<file path="src/rtl/bounce_box_pic.sv">
// bounce_box_pic: test-pattern generator drawing a square that bounces
// around the visible area, changing colour every time it hits an edge.
//
// Ports
//   vga_clk    - pixel clock, all state on its rising edge
//   vga_rst    - asynchronous active-high reset
//   x_pos      - current column from the VGA timing stage
//   y_pos      - current row from the VGA timing stage
//   pixel_data - registered colour {R[11:8],G[7:4],B[3:0]}, one cycle latency
//   frame_tick - one-cycle pulse aligned with each box position update
module bounce_box_pic #(
  parameter int unsigned H_ACTIVE = 640,
  parameter int unsigned V_ACTIVE = 480,
  parameter int unsigned BOX_SIZE = 32,
  parameter int unsigned STEP     = 2,
  parameter logic [11:0] BG_COLOR = 12'h000
) (
  input  logic        vga_clk,
  input  logic        vga_rst,
  input  logic [9:0]  x_pos,
  input  logic [9:0]  y_pos,
  output logic [11:0] pixel_data,
  output logic        frame_tick
);

  // 11-bit constants so that position + size sums never wrap
  localparam logic [10:0] H_W    = 11'(H_ACTIVE);
  localparam logic [10:0] V_W    = 11'(V_ACTIVE);
  localparam logic [10:0] BOX_W  = 11'(BOX_SIZE);
  localparam logic [10:0] STEP_W = 11'(STEP);
  localparam logic [9:0]  STEP_P = 10'(STEP);
  localparam logic [9:0]  H_LAST = 10'(H_ACTIVE - 1);
  localparam logic [9:0]  V_LAST = 10'(V_ACTIVE - 1);
  localparam logic [9:0]  X_MAX  = 10'(H_ACTIVE - BOX_SIZE);
  localparam logic [9:0]  Y_MAX  = 10'(V_ACTIVE - BOX_SIZE);

  typedef enum logic [1:0] {
    COL_RED,
    COL_GREEN,
    COL_BLUE,
    COL_WHITE
  } color_e;

  color_e      color_q, color_d;
  logic [9:0]  box_x_q, box_x_d;
  logic [9:0]  box_y_q, box_y_d;
  logic        dir_x_q, dir_x_d;
  logic        dir_y_q, dir_y_d;
  logic        match_q, match_d;
  logic        tick_q, tick_d;
  logic [11:0] pix_q, pix_d;

  logic        frame_evt;
  logic        x_hit, y_hit;
  logic [9:0]  box_x_n, box_y_n;
  logic        dir_x_n, dir_y_n;
  logic [11:0] box_rgb;
  logic        visible, in_box;

  // Frame event: rising edge of the last-visible-pixel match
  always_comb begin
    match_d   = (x_pos == H_LAST) && (y_pos == V_LAST);
    frame_evt = match_d && !match_q;
    tick_d    = frame_evt;
  end

  // Candidate next horizontal position, evaluated every cycle
  always_comb begin
    x_hit   = 1'b0;
    box_x_n = box_x_q;
    dir_x_n = dir_x_q;
    if (!dir_x_q) begin
      if ({1'b0, box_x_q} + STEP_W + BOX_W >= H_W) begin
        x_hit   = 1'b1;
        box_x_n = X_MAX;
        dir_x_n = 1'b1;
      end else begin
        box_x_n = box_x_q + STEP_P;
      end
    end else begin
      if ({1'b0, box_x_q} < STEP_W) begin
        x_hit   = 1'b1;
        box_x_n = '0;
        dir_x_n = 1'b0;
      end else begin
        box_x_n = box_x_q - STEP_P;
      end
    end
  end

  // Candidate next vertical position
  always_comb begin
    y_hit   = 1'b0;
    box_y_n = box_y_q;
    dir_y_n = dir_y_q;
    if (!dir_y_q) begin
      if ({1'b0, box_y_q} + STEP_W + BOX_W >= V_W) begin
        y_hit   = 1'b1;
        box_y_n = Y_MAX;
        dir_y_n = 1'b1;
      end else begin
        box_y_n = box_y_q + STEP_P;
      end
    end else begin
      if ({1'b0, box_y_q} < STEP_W) begin
        y_hit   = 1'b1;
        box_y_n = '0;
        dir_y_n = 1'b0;
      end else begin
        box_y_n = box_y_q - STEP_P;
      end
    end
  end

  // Candidates are committed only on a frame event
  always_comb begin
    box_x_d = box_x_q;
    box_y_d = box_y_q;
    dir_x_d = dir_x_q;
    dir_y_d = dir_y_q;
    if (frame_evt) begin
      box_x_d = box_x_n;
      box_y_d = box_y_n;
      dir_x_d = dir_x_n;
      dir_y_d = dir_y_n;
    end
  end

  // Colour FSM next state: a corner hit still advances a single step
  always_comb begin
    color_d = color_q;
    if (frame_evt && (x_hit || y_hit)) begin
      case (color_q)
        COL_RED:   color_d = COL_GREEN;
        COL_GREEN: color_d = COL_BLUE;
        COL_BLUE:  color_d = COL_WHITE;
        default:   color_d = COL_RED;
      endcase
    end
  end

  // Colour FSM output
  always_comb begin
    box_rgb = 12'hF00;
    case (color_q)
      COL_RED:   box_rgb = 12'hF00;
      COL_GREEN: box_rgb = 12'h0F0;
      COL_BLUE:  box_rgb = 12'h00F;
      default:   box_rgb = 12'hFFF;
    endcase
  end

  // Pixel colour uses the pre-update box state in the event cycle
  always_comb begin
    visible = ({1'b0, x_pos} < H_W) && ({1'b0, y_pos} < V_W);
    in_box  = ({1'b0, x_pos} >= {1'b0, box_x_q}) &&
              ({1'b0, x_pos} <  {1'b0, box_x_q} + BOX_W) &&
              ({1'b0, y_pos} >= {1'b0, box_y_q}) &&
              ({1'b0, y_pos} <  {1'b0, box_y_q} + BOX_W);
    pix_d = 12'h000;
    if (visible) begin
      pix_d = in_box ? box_rgb : BG_COLOR;
    end
  end

  always_ff @(posedge vga_clk or posedge vga_rst) begin
    if (vga_rst) begin
      box_x_q <= '0;
      box_y_q <= '0;
      dir_x_q <= 1'b0;
      dir_y_q <= 1'b0;
      color_q <= COL_RED;
      match_q <= 1'b0;
      tick_q  <= 1'b0;
      pix_q   <= '0;
    end else begin
      box_x_q <= box_x_d;
      box_y_q <= box_y_d;
      dir_x_q <= dir_x_d;
      dir_y_q <= dir_y_d;
      color_q <= color_d;
      match_q <= match_d;
      tick_q  <= tick_d;
      pix_q   <= pix_d;
    end
  end

  assign pixel_data = pix_q;
  assign frame_tick = tick_q;

endmodule

</file>
<file path="config.mk">
export PLATFORM = sky130hd
export DESIGN_NAME = bounce_box_pic
export DESIGN_NICKNAME = d
export VERILOG_FILES = /design/src/rtl/bounce_box_pic.sv
export SDC_FILE = /design/constraint.sdc
export NUM_CORES = 1
export LEC_CHECK = 0
export CAP_MARGIN = 25
export CELL_PAD_IN_SITES_DETAIL_PLACEMENT = 0
export CELL_PAD_IN_SITES_GLOBAL_PLACEMENT = 2
export CORE_MARGIN = 3
export CORE_UTILIZATION = 34
export DETAILED_ROUTE_END_ITERATION = 10
export PLACE_DENSITY_LB_ADDON = 0.25
export SKIP_CTS_REPAIR_TIMING = 1
export SYNTH_ARGS = -nofsm -noshare
export SYNTH_HDL_FRONTEND = slang
export SYNTH_SLANG_ARGS = --single-unit
</file>
<file path="constraint.sdc">
create_clock -name vga_clk -period 2.8 [get_ports vga_clk]
set_input_delay 0.56 -clock vga_clk [delete_from_list [all_inputs] [get_ports vga_clk]]
set_output_delay 0.56 -clock vga_clk [all_outputs]
set_load 0.02 [all_outputs]
</file>
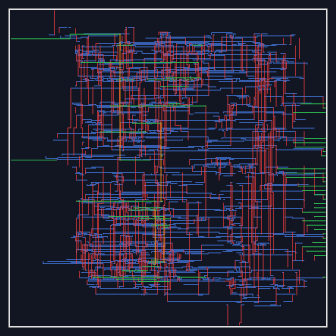
Run 1: routed metal, one colour a layer
Key: orange = M4 [wire length 95.2 um]; blue = M1 [wire length 4,400 um]; red = M2 [wire length 3,360 um]; green = M3 [wire length 506 um]
Vias: 2,805
Routed WL: 8370 um
Overall Global Routing Usage: 17.7%

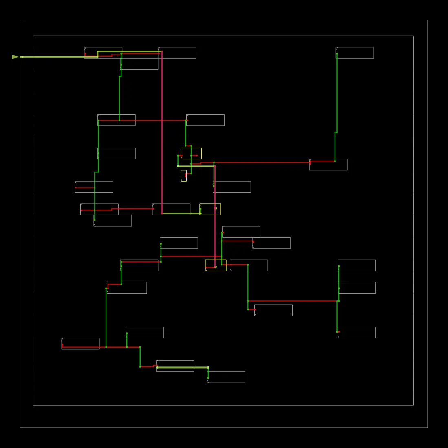
Run 1: clock nets
Clock Skews: 0.00445 ns
Latency at later pin: 0.29 ns
Layout clock buffers: 4
clk pwr: 0.246 mW

==> qor.yml, run 1 <==
postSynthSeqShare_pct: 22.9
dr_wl_met3_um: 506
yosysTopAreaCell: "dfrtp_1"
worst-path-buf-inv: 0
reg2reg_slack_ns: 0.27
path_class: "flop to flop"
seq_area_share_pct: 19.5
cts_made_buffers: 3
warnings: 37
netlist_area_um2: 2950
placed_cells: 495
top_layer: "met4"
place_congestion: 0.845
nNetsFinal: 459
biggestCellCategory: "multi-input combinational cells"
p_switching_mw: 0.188
status: "finished clean"
topCellsByArea: "dfrtp_1 (23%), ha_1 (18%), o21ai_0 (5.3%)"
cp.required_ns: 2.98
r2r_start: "box_y_q[5]$_DFFE_PP0P_"
logic_family: "AND-OR/OR-AND gates"
internal_power_mw: 0.543
fin_area_um2: 3480
period_used_pct: 90.4
fp.coreArea_um2: 8300
cts-root-buf: "clkbuf_8"
cp.depth: 9
simple_gate_share_pct: 18.8
synth_flops: 27
placed_area_um2: 3430
drive_gt1_share_pct: 8.88
period_minus_slack_ns: 2.53
core.rowCount: 33
fin_total_pwr_mw: 0.731
fp.dieW_um: 99.1
yosys_area_um2: 2950
relSlewSlack_pct: 63.5
grt.busiest_layer: "met1"
worstSetupStartpointType: "flop"
cpPeakStageDelay_ns: 0.48
cts_tree: "built"
ant_nets: 0
ys_cells: 362
worstSetupEndpoint: "pixel_data[10]$_DFF_PP0_"
inverters: 32
r2r_cells: 9
buffers: 54
grt_pass1_vias: 2773
bufAreaShareNonClock_pct: 14.5
min_path_type: "flop to flop"
mux_share_pct: 1.23
setup_viol: 0
top_cell: "ha_1"
crit_start: "box_y_q[5]$_DFFE_PP0P_"
grt.met2_usage_pct: 25.8
aoi_share_pct: 27.5
tightest_slew_ns: 0.547
crit_chain: "ha_1 > xnor2_1 > ha_1 > o21a_1 > o21a_1 > o22ai_1 > a21oi_1 > or2_2 > nor4b_1"
dp_slack_ns: -0.0247
seq_cell_power_mw: 0.390
dr.pass1.iters: 4
rsz0062_at_grt: "false"
worst_hold_path.num_cells: 1
p_comb_mw: 0.0953
p_clk_share_pct: 33.7
chipArea_um2: 9820
synth-edff-count: 0
max_freq_ghz: 0.395
hold_end: "color_q[1]$_DFFE_PP0P_"
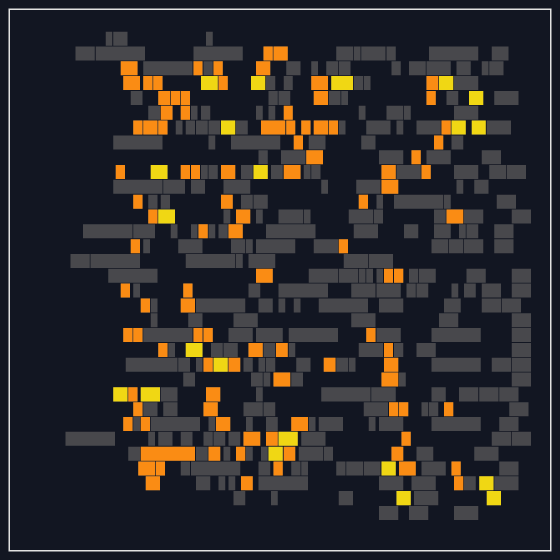
Run 1: gate families picked out
Key: orange = aoi and oai cells [cells 100, most used o21ai_0]; yellow = non-inverting ao/oa cells [cells 21, most used a21o_1]
most numerous logic cell after layout: ha_1
Finished Layout Cells: 499

Run 1, port wiring:
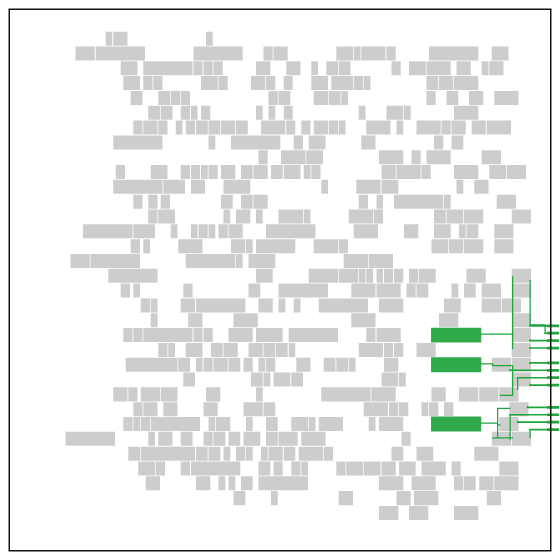

==> run 2: changes to the inputs <==
- CORE_UTILIZATION: 34 -> 39
- DONT_BUFFER_PORTS: unset -> 1
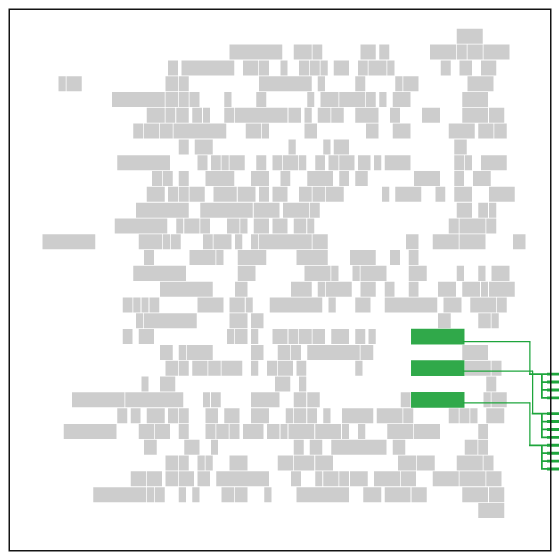
Run 2: port wiring
Key: green = pixel_data [bits 12, direction output, edge east, end cells 3, buffers 0, wire 84.2 um]

==> run 2 against run 1 <==
Via count shrank 5.0%. First-iteration DRC count shrank 30%. Sequential power is essentially flat. Critical path type unchanged. Largest cell class unchanged. Clock power shrank 3%.
==> qor.yml, run 2 <==
mostFrequentLayoutCell: "ha_1"
hold_viol: 0
cpPeakStageDelay_ns: 0.50  # +0.02 ns
aoi_share_pct: 27.5  # unchanged
nNetsFinal: 418  # -8.9%
synthArstFlopShare_pct: 100
period_minus_slack_ns: 2.55  # +0.0192 ns
slew_viol_final: 0
min_path_type: "primary input to asynchronous set/reset pin"
cts_made_buffers: 3  # unchanged
cp.depth: 8  # -1
r2r-end: "pixel_data[10]$_DFF_PP0_"
p_comb_mw: 0.0515  # -46%
syn_to_final_growth_pct: 4.16
post-route-util_pct: 42.1
p_switching_mw: 0.166  # -12%
route.detailed.drc: 0
grt.busiest_layer: "met1"
final_cell_mix: "ha_1 (41), o21ai_0 (31), inv_1 (28)"
final-instance-count-excl-fill: 452  # -9.4%
clk_share_pct: 1.47
arrival_ns: 2.73
fillers: 781
placed_area_um2: 3020  # -12%
synth-edff-count: 0  # unchanged
cts-root-buf: "clkbuf_8"
synth-xor-area-share_pct: 2.68
tightest_slew_ns: 0.718  # +0.171 ns
ir_drop_uv: 159
io_pins: 35
avgSynthCellArea_um2: 8.14
route.met2.wl_um: 3240
dr.pass1.iters: 4  # unchanged
r2r_cells: 8  # -1
synth_flops: 27  # unchanged
seq_power_share_pct: 57.4
cts_num_sinks: 27
topCellsByArea: "dfrtp_1 (23%), ha_1 (18%), o21ai_0 (5.3%)"
nClkBuffers: 4  # unchanged
fp.dieW_um: 92.9  # -6.2%
logic_family: "AND-OR/OR-AND gates"
power_switching_share_pct: 24.3
worst-path-buf-inv: 0  # unchanged
p_clk_share_pct: 35.0  # +1.3 points
track_usage_pct: 19.5  # +1.8 points
register_area_um2: 677
grtUsageMet3_pct: 2.68
status: "finished clean"
max_cap_violations: 0
top_cell: "ha_1"
period_used_pct: 91.0  # +0.69 points
vias: 2665  # -5.0%
wirelength_um: 7970  # -4.8%
internal_power_mw: 0.515  # -5.2%
yosysTopAreaCell: "dfrtp_1"
path_class: "flop to flop"
relSlewSlack_pct: 52.2  # -11 points
logic_gates: 277
fin_total_pwr_mw: 0.680  # -7.0%
grtUsageMet1_pct: 30.1
antenna_found_initial: 0
yosys_area_um2: 2950  # unchanged
chipArea_um2: 8630  # -12%
seq_cell_power_mw: 0.390  # about the same
core.rowCount: 31  # -6.1%
drive_gt1_share_pct: 8.22  # -0.67 points
logic_area_um2: 2010
skew_ns: 0.0106  # +0.00612 ns
yosys.area.top_type_share_pct: 22.9
postSynthSeqShare_pct: 22.9  # unchanged
warnings: 37  # unchanged
biggestCellCategory: "multi-input combinational cells"
crit_chain: "ha_2 > nand3_1 > xnor2_1 > ha_1 > a2111oi_0 > a21oi_1 > or2_2 > nor4b_1"
grt_pass1_vias: 2620  # -5.5%
inverters: 32  # unchanged
simple_gate_share_pct: 18.8  # unchanged
top_layer: "met4"
dp_slack_ns: 0.200  # +0.224 ns
synthAdderAreaFrac_pct: 17.8
seq_area_share_pct: 22.1  # +2.6 points
worstSetupStartpointType: "flop"
bufAreaShareNonClock_pct: 3.18  # -11 points
tns_ns: 0
ant_nets: 0  # unchanged
endpoint_kind: "flop"
netlist_area_um2: 2950  # unchanged
mux_share_pct: 1.23  # unchanged
cts_tree: "built"
clk_latency_ns: 0.29  # about the same
max_freq_ghz: 0.392  # -0.75%
pwr-share-comb_pct: 7.6
htree_levels: 1
worstSetupEndpoint: "pixel_data[10]$_DFF_PP0_"
holdWs_ns: 0.224
first_iter_violations: 135
pg_clk_mw: 0.238  # -3%
placed_cells: 448  # -9.5%
buffers: 13  # -76%
reg2reg_slack_ns: 0.25  # -0.02 ns
combAreaFraction_pct: 65.3
ys_cells: 362  # unchanged
fp.coreArea_um2: 7290  # -12%
setup_viol: 0  # unchanged
rsz0062_at_grt: "false"
crit_start: "box_x_q[6]$_DFFE_PP0P_"
ys_warn_count: 0
fp_util_pct: 40.4
dp_hpwl_um: 6320
gr-total-overflow: 0
critPathMaxFanout: 8
cts.clk_slew.worst_paths_ns: 0.10
cp.required_ns: 2.99  # about the same
fin_area_um2: 3070  # -12%
r2r_start: "box_x_q[6]$_DFFE_PP0P_"
place_congestion: 0.878  # +3.9%
dr_wl_met3_um: 494  # -2.4%
critical_path.top_delay_family: "simple AND/OR/NAND/NOR gates"
n_tap_cell: 99
wl_per_cell_um: 17.6
grt.met2_usage_pct: 27.8  # +2.0 points
die_y_um: 92.9
ys.flop_type: "dfrtp_1"
grt_pass1_wl_um: 13400
No activity file was given, so power comes from the tool's default toggle rates.
